Figure 1. Port wiring (run 1).
Bar = 20 um.
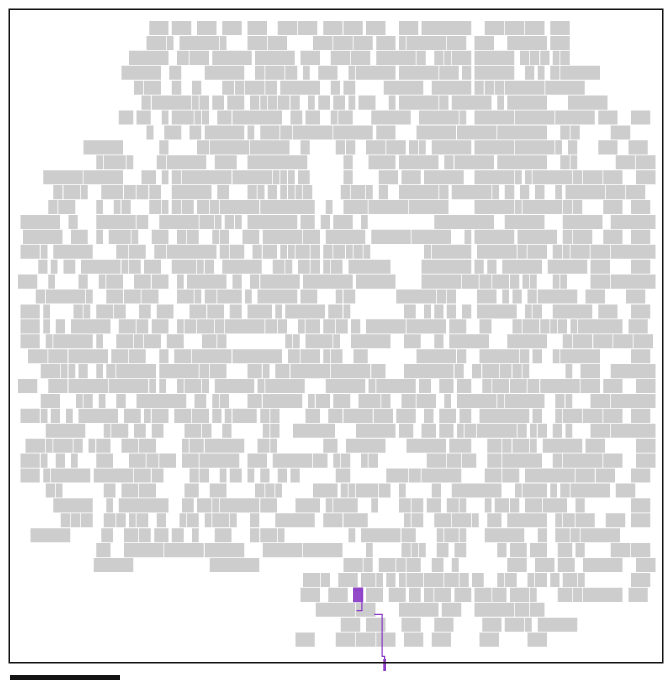
Figure 2. Cell outlines without signal wires (run 1).
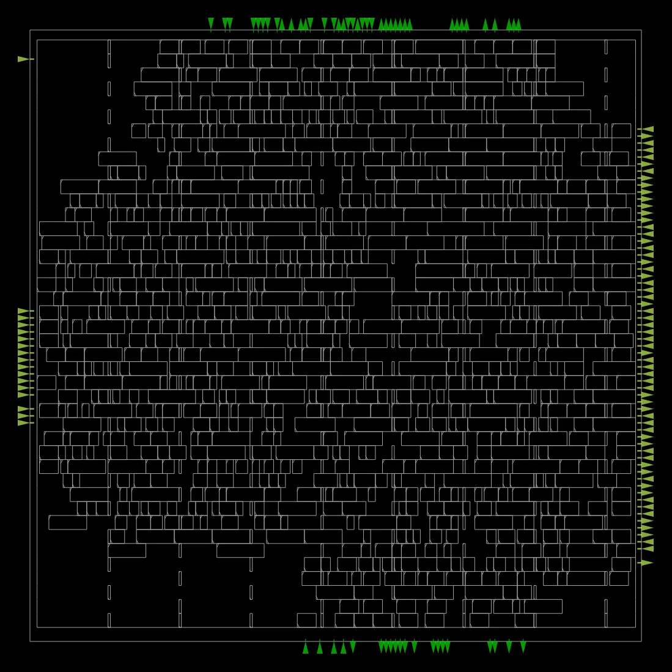
Figure 3. Signal metal coverage by tile (run 1).
24 x 24 tiles, from dark blue (low) to red (high), scaled to the fullest tile. Values are wire area over tile area, all layers added.
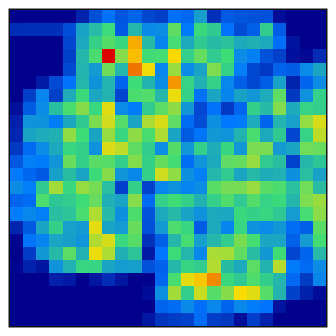
Figure 4. Placement by cell class (run 1).
Fill, decap, tap and diode cells in gray.
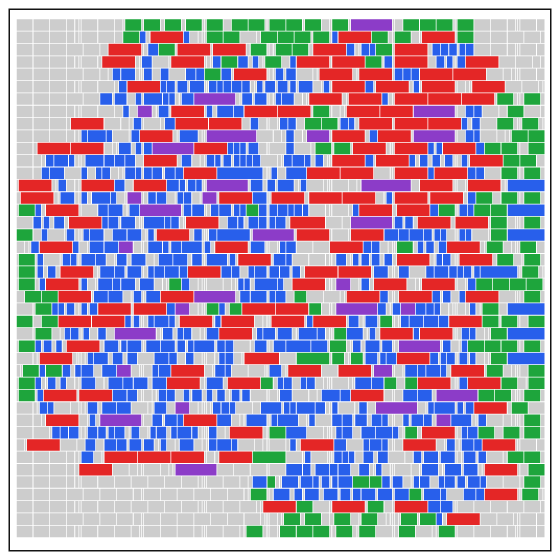
<file path="src/rtl/bpm_lut_pkg.sv">
// bpm_lut_pkg: opcode, LUT select and FSM state encodings shared by the BPM LUT loader
package bpm_lut_pkg;
  localparam logic [1:0] OP_WRITE  = 2'd0;
  localparam logic [1:0] OP_READ   = 2'd1;
  localparam logic [1:0] OP_FILL   = 2'd2;
  localparam logic [1:0] OP_VERIFY = 2'd3;
  localparam logic [1:0] SEL_BPM1_I = 2'd0;
  localparam logic [1:0] SEL_BPM1_Q = 2'd1;
  localparam logic [1:0] SEL_BPM2_I = 2'd2;
  localparam logic [1:0] SEL_BPM2_Q = 2'd3;
  typedef enum logic [2:0] {S_IDLE, S_WRITE, S_RD_WAIT, S_FILL, S_VERIFY, S_DONE} state_t;
endpackage

</file>
<file path="src/rtl/bpm_lut_loader_lut_rd_pipe.sv">
// lut_rd_pipe: delays an address-valid/address pair by LAT cycles to line up with LUT read data
module lut_rd_pipe #(
  parameter int ADDR_W = 15,
  parameter int LAT = 2
) (
  input  logic              clk,
  input  logic              rst,
  input  logic              v_i,
  input  logic [ADDR_W-1:0] a_i,
  output logic              v_o,
  output logic [ADDR_W-1:0] a_o
);
  logic [LAT-1:0]    v_q;
  logic [ADDR_W-1:0] a_q [LAT];
  always_ff @(posedge clk) begin
    v_q[0] <= rst ? 1'b0 : v_i;
    a_q[0] <= a_i;
    for (int k = 1; k < LAT; k++) begin
      v_q[k] <= rst ? 1'b0 : v_q[k-1];
      a_q[k] <= a_q[k-1];
    end
  end
  assign v_o = v_q[LAT-1];
  assign a_o = a_q[LAT-1];
endmodule

</file>
<file path="src/rtl/bpm_lut_loader.sv">
// bpm_lut_loader: command-driven write/read/fill/verify engine for four BPM LUT port-b interfaces
module bpm_lut_loader
  import bpm_lut_pkg::*;
#(
  parameter int ADDR_W = 15,
  parameter int DATA_W = 7,
  parameter int RD_LAT = 2
) (
  input  logic              clk,
  input  logic              rst,
  input  logic              cmd_valid,
  output logic              cmd_ready,
  input  logic [1:0]        cmd_op,
  input  logic [1:0]        cmd_sel,
  input  logic [ADDR_W-1:0] cmd_addr,
  input  logic [DATA_W-1:0] cmd_data,
  input  logic [ADDR_W-1:0] cmd_len,
  output logic [ADDR_W-1:0] bpm_lut_addrb,
  output logic [DATA_W-1:0] bpm_lut_dinb,
  output logic              bpm1_i_lut_web,
  output logic              bpm1_q_lut_web,
  output logic              bpm2_i_lut_web,
  output logic              bpm2_q_lut_web,
  input  logic [DATA_W-1:0] bpm1_i_lut_doutb,
  input  logic [DATA_W-1:0] bpm1_q_lut_doutb,
  input  logic [DATA_W-1:0] bpm2_i_lut_doutb,
  input  logic [DATA_W-1:0] bpm2_q_lut_doutb,
  output logic              rsp_valid,
  output logic [DATA_W-1:0] rsp_data,
  output logic [15:0]       rsp_err_cnt,
  output logic [ADDR_W-1:0] rsp_err_addr
);
  localparam logic [ADDR_W-1:0] RD_LAST = ADDR_W'(RD_LAT - 1);
  state_t state_q, state_d;
  logic [1:0]        sel_q;
  logic [ADDR_W-1:0] addr_q, len_q, cnt_q, cmp_q, err_addr_q, pa;
  logic [DATA_W-1:0] data_q, dout_q, rsp_data_q, doutb_sel;
  logic [15:0]       err_cnt_q;
  logic              iss_done_q, accept, wen, iss_v, pv, cmp_v, last_cnt;
  assign accept    = cmd_valid && state_q == S_IDLE;
  assign wen       = state_q == S_WRITE || state_q == S_FILL;
  assign iss_v     = state_q == S_VERIFY && !iss_done_q;
  assign cmp_v     = state_q == S_VERIFY && pv;
  assign last_cnt  = cnt_q == len_q;
  assign doutb_sel = sel_q == SEL_BPM1_I ? bpm1_i_lut_doutb :
                     sel_q == SEL_BPM1_Q ? bpm1_q_lut_doutb :
                     sel_q == SEL_BPM2_I ? bpm2_i_lut_doutb : bpm2_q_lut_doutb;
  // dout_q registers read data so it lines up with the RD_LAT-deep address pipe
  lut_rd_pipe #(.ADDR_W(ADDR_W), .LAT(RD_LAT)) u_rd_pipe (
    .clk(clk), .rst(rst), .v_i(iss_v), .a_i(addr_q), .v_o(pv), .a_o(pa)
  );
  always_comb begin
    state_d = state_q;
    case (state_q)
      S_IDLE:    state_d = !accept ? S_IDLE :
                           cmd_op == OP_WRITE ? S_WRITE :
                           cmd_op == OP_READ  ? S_RD_WAIT :
                           cmd_op == OP_FILL  ? S_FILL : S_VERIFY;
      S_WRITE:   state_d = S_DONE;
      S_RD_WAIT: state_d = cnt_q == RD_LAST ? S_DONE : S_RD_WAIT;
      S_FILL:    state_d = last_cnt ? S_DONE : S_FILL;
      S_VERIFY:  state_d = cmp_v && cmp_q == len_q ? S_DONE : S_VERIFY;
      default:   state_d = S_IDLE;
    endcase
  end
  always_ff @(posedge clk) begin
    if (rst) begin
      state_q    <= S_IDLE;
      sel_q      <= '0;
      addr_q     <= '0;
      data_q     <= '0;
      len_q      <= '0;
      cnt_q      <= '0;
      cmp_q      <= '0;
      iss_done_q <= 1'b0;
      dout_q     <= '0;
      rsp_data_q <= '0;
      err_cnt_q  <= '0;
      err_addr_q <= '0;
    end else begin
      state_q <= state_d;
      dout_q  <= doutb_sel;
      if (accept) begin
        sel_q      <= cmd_sel;
        addr_q     <= cmd_addr;
        data_q     <= cmd_data;
        len_q      <= cmd_len;
        cnt_q      <= '0;
        cmp_q      <= '0;
        iss_done_q <= 1'b0;
        if (cmd_op == OP_VERIFY) begin
          err_cnt_q  <= '0;
          err_addr_q <= '0;
        end
      end
      if (state_q == S_RD_WAIT) begin
        cnt_q <= cnt_q + 1'b1;
        if (cnt_q == RD_LAST) rsp_data_q <= doutb_sel;
      end
      if (state_q == S_FILL || iss_v) begin
        addr_q     <= addr_q + 1'b1;
        cnt_q      <= cnt_q + 1'b1;
        iss_done_q <= last_cnt;
      end
      if (cmp_v) begin
        cmp_q <= cmp_q + 1'b1;
        if (dout_q != data_q) begin
          if (err_cnt_q != 16'hFFFF) err_cnt_q <= err_cnt_q + 16'd1;
          if (err_cnt_q == 16'd0) begin
            err_addr_q <= pa;
            rsp_data_q <= dout_q;
          end
        end
      end
    end
  end
  assign cmd_ready      = state_q == S_IDLE;
  assign rsp_valid      = state_q == S_DONE;
  assign bpm_lut_addrb  = addr_q;
  assign bpm_lut_dinb   = data_q;
  assign bpm1_i_lut_web = wen && sel_q == SEL_BPM1_I;
  assign bpm1_q_lut_web = wen && sel_q == SEL_BPM1_Q;
  assign bpm2_i_lut_web = wen && sel_q == SEL_BPM2_I;
  assign bpm2_q_lut_web = wen && sel_q == SEL_BPM2_Q;
  assign rsp_data       = rsp_data_q;
  assign rsp_err_cnt    = err_cnt_q;
  assign rsp_err_addr   = err_addr_q;
endmodule

</file>
<file path="config.mk">
export PLATFORM = sky130hd
export DESIGN_NAME = bpm_lut_loader
export DESIGN_NICKNAME = d
export VERILOG_FILES = /design/src/rtl/bpm_lut_pkg.sv /design/src/rtl/bpm_lut_loader_lut_rd_pipe.sv /design/src/rtl/bpm_lut_loader.sv
export SDC_FILE = /design/constraint.sdc
export NUM_CORES = 1
export LEC_CHECK = 0
export CAP_MARGIN = 20
export CORE_UTILIZATION = 50
export DETAILED_ROUTE_END_ITERATION = 10
export MAX_ROUTING_LAYER = met4
export PLACE_DENSITY = 0.78
export SLEW_MARGIN = 20
export SYNTH_ARGS = -nofsm -noshare
export SYNTH_HDL_FRONTEND = slang
export SYNTH_HIERARCHICAL = 1
export SYNTH_SLANG_ARGS = --single-unit
</file>
<file path="constraint.sdc">
create_clock -name clk -period 2.6 [get_ports clk]
set_input_delay 0.52 -clock clk [delete_from_list [all_inputs] [get_ports clk]]
set_output_delay 0.52 -clock clk [all_outputs]
set_load 0.02 [all_outputs]
</file>
==> results.cfg, run 1 <==
; physical design summary
[job]
maxCapViolCount = 0

[sta]
setup_tns_ps = 0
final.setup_skew_ps = 8.10
post_route_minimum_period_ps = 2500
actual_slew_at_the_worst_max_slew_pin_ps = 495
report.final.slew_viol_count = 0
final_critical_path_setup_slack_ps = 99.6

[global_routing]
global_route.peak_usage_layer = met2
maximum_number_of_pins_on_one_net_before_global_route_repair = 79
globalRoute.totalOverflow = 0

[placement]
placed_cell_area_um2 = 8260
dpl_worst_slack_ps = 130
io_buffer_count = 137

[final_layout]
flow.area_growth_from_synthesis_pct = 29.7
regMostFlops = u_rd_pipe/a_q

[power]
combinationalPower_mw = 0.940
p_leak_nw = 3.14
power_spent_charging_and_discharging_nets_mw = 1.70
power_clock_mw = 2.50

[logic_synthesis]
ys_sh_aoi_pct = 16.0
cell_with_the_most_instances_after_synthesis = dfxtp_1
synth.mux.area_fraction_pct = 3.30
yosys-top-cells-count = dfxtp_1, nand2_1, a21oi_1, clkbuf_1, nand3_1
synth.top_cell.area_share_pct = 44.0
xor_area_share_pct = 5.26
yosys-stat-area_um2 = 6830
ys_ff = 150

[clock_network]
path_clk_slew_ps = 70
post_cts_resized = 2
clkSinkCount = 150

[detailed_routing]
vias_per_cell = 5.74
drt_first_pass_iters = 5
wl_met1_um = 7960

[floorplanning]
pin_count = 138
rows = 42

[status]
run_status = finished, final reports clean

[setup_path]
end_kind = output pin
Back to the opening pictures, Figure 1:
port	color	bits	direction	edge	end cells	buffers	wire
cmd_ready	purple	1	output	bottom	1	1	16.2 um

Back to the opening pictures, Figure 2:
total number of tap cells: 176
flop count: 150
non-filler cells, final: 1085
fraction of the core area covered by cells at the end of the flow: 66.6%
Seq area share: 33.9%

Back to the opening pictures, Figure 3:
mean over tiles	0.20
emptiest ninth of the die	bottom left
nearly empty tiles	13%
tiles over half the peak	21%
fullest tile	0.61

Back to the opening pictures, Figure 4:
class	color	cells
remaining buffers and delay cells	green	155
clock drivers and dummy loads	purple	31
registers	red	150
remaining logic cells	blue	573

==> run 1: worst max-delay path, cell delays in order (launching register included) <==
cell	delay, ps
dfxtp_1	450
buf_4	260
and4b_1	200
clkdlybuf4s50_1	650
==> run 1: path summary, 6_finish.rpt <==
kind	end	slack (ps)	cells past startpoint
worst max-delay path	bpm2_q_lut_web	100	3
worst min-delay path	u_rd_pipe/a_q[0][17]$_DFF_P_	320	0
worst max register to register	cnt_q[14]$_SDFFE_PP0P_	410	5
worst min register to register	u_rd_pipe/a_q[0][17]$_DFF_P_	320	0
==> run 1: area by class of cell <==
class	instances	area share (%)
multi-input combinational	560	39.1
sequential	150	33.9
timing repair buffer	155	17.2
clock buffer	18	4.96
tap	176	2.49
clock inverter	13	1.79
inverter	13	0.551
--- run 2 (diff from run 1) ---
--- a/config.mk
+++ b/config.mk
@@ -6,10 +6,12 @@
 export NUM_CORES = 1
 export LEC_CHECK = 0
 export CAP_MARGIN = 20
-export CORE_UTILIZATION = 50
+export CELL_PAD_IN_SITES_DETAIL_PLACEMENT = 0
+export CELL_PAD_IN_SITES_GLOBAL_PLACEMENT = 1
+export CORE_UTILIZATION = 38
 export DETAILED_ROUTE_END_ITERATION = 10
 export MAX_ROUTING_LAYER = met4
-export PLACE_DENSITY = 0.78
+export PLACE_DENSITY = 0.79
 export SLEW_MARGIN = 20
 export SYNTH_ARGS = -nofsm -noshare
 export SYNTH_HDL_FRONTEND = slang
Figure 5. Signal metal coverage by tile (run 2).
27 x 27 tiles, from dark blue (low) to red (high), scaled to the fullest tile. Values are wire area over tile area, all layers added.
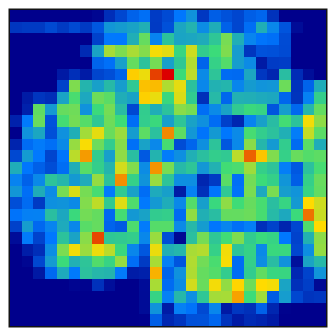
fullest tile	0.49
emptiest ninth of the die	top left
mean over tiles	0.16

Figure 6. Cell outlines without signal wires (run 2).
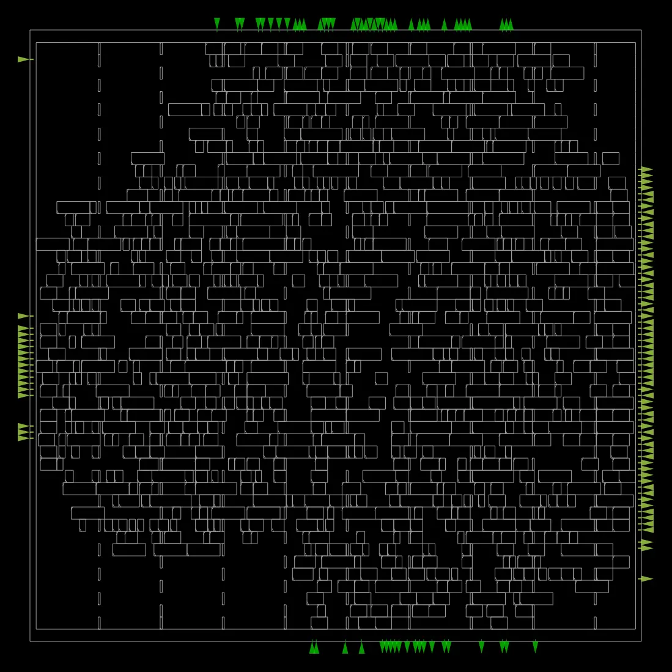
row count: 48
number of filler instances in the final layout: 1674

==> run 2 against run 1 <==
Cell count up 5.2%; global-route usage shrank 5.8 points; setup slack improved by 24 ps; clock skew increased by 5.2 ps; via count is 1.7% lower; critical path depth stayed put; critical endpoint unchanged; largest cell class unchanged; largest power group unchanged.
==> results.cfg, run 2 <==
; physical design summary
[global_routing]
global_route.peak_usage_layer = met2

[sta]
final_critical_path_setup_slack_ps = 124
setup_tns_ps = 0
report.final.slew_viol_count = 0
post_route_minimum_period_ps = 2480
final.setup_skew_ps = 13.3

[final_layout]
final_cells = 1141
seq_share_pct = 33.5
multiInputCombCellCount = 560
flop-count = 150
clock_area_share_pct = 6.99
largestClassByArea = multi-input combinational cells
utilization_pct = 51.5
signal_buffer_area_fraction_pct = 17.2

[floorplanning]
total_number_of_tap_cells = 225

[setup_path]
critical-path-max-stage-delay_ps = 660
critical_path_buf_inv_count = 2
cp_slowest_cell = clkdlybuf4s50_1
end_kind = output pin
path_delay_family = buffers and inverters
cp.depth = 3

[clock_network]
post_cts_resized = 2
path_clk_slew_ps = 70
clkSinkCount = 150

[status]
run_status = finished, final reports clean

[detailed_routing]
wl_met1_um = 8510
drt_first_pass_iters = 4

[logic_synthesis]
yosys-top-cells-count = dfxtp_1, nand2_1, a21oi_1, clkbuf_1, nand3_1
ys_ff = 150
yosys-stat-area_um2 = 6830
cell_with_the_most_instances_after_synthesis = dfxtp_1

[hold_path]
hold_path_depth = 0

[placement]
io_buffer_count = 137

[power]
power_spent_charging_and_discharging_nets_mw = 1.84
p_leak_nw = 3.17
Figure 7. Placement by cell class (run 2).
Fill, decap, tap and diode cells in gray.
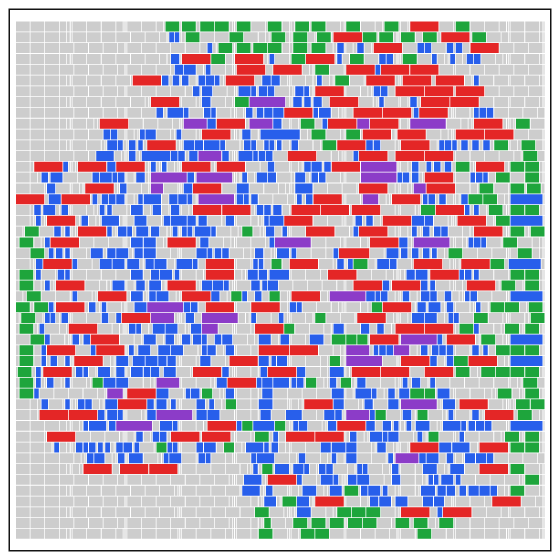
class	color	cells
remaining buffers and delay cells	green	161
remaining logic cells	blue	573
clock drivers and dummy loads	purple	32
registers	red	150

run 2: cell counts after synthesis:
No cell type changed its count.
run 2: final timing paths:
kind | to | from
worst max-delay path | bpm2_q_lut_web | sel_q[0]$_SDFFE_PP0N_
worst min-delay path | u_rd_pipe/a_q[0][25]$_DFF_P_ | u_rd_pipe/a_q[0][10]$_DFF_P_
worst max register to register | cnt_q[14]$_SDFFE_PP0P_ | state_q[0]$_SDFF_PP0_
worst min register to register | u_rd_pipe/a_q[0][25]$_DFF_P_ | u_rd_pipe/a_q[0][10]$_DFF_P_
run 2: cells by family after synthesis:
family                   synth area share, %
buffers and inverters                   5.48
multiplexers                            3.30
XOR/XNOR                                5.26
flip-flops                              44.0
adder cells (fa/ha/maj)                 1.83
AND-OR/OR-AND                           16.0
AND/OR/NAND/NOR                         24.2
Power figures rest on the tool's default switching activity, not on a simulated workload.
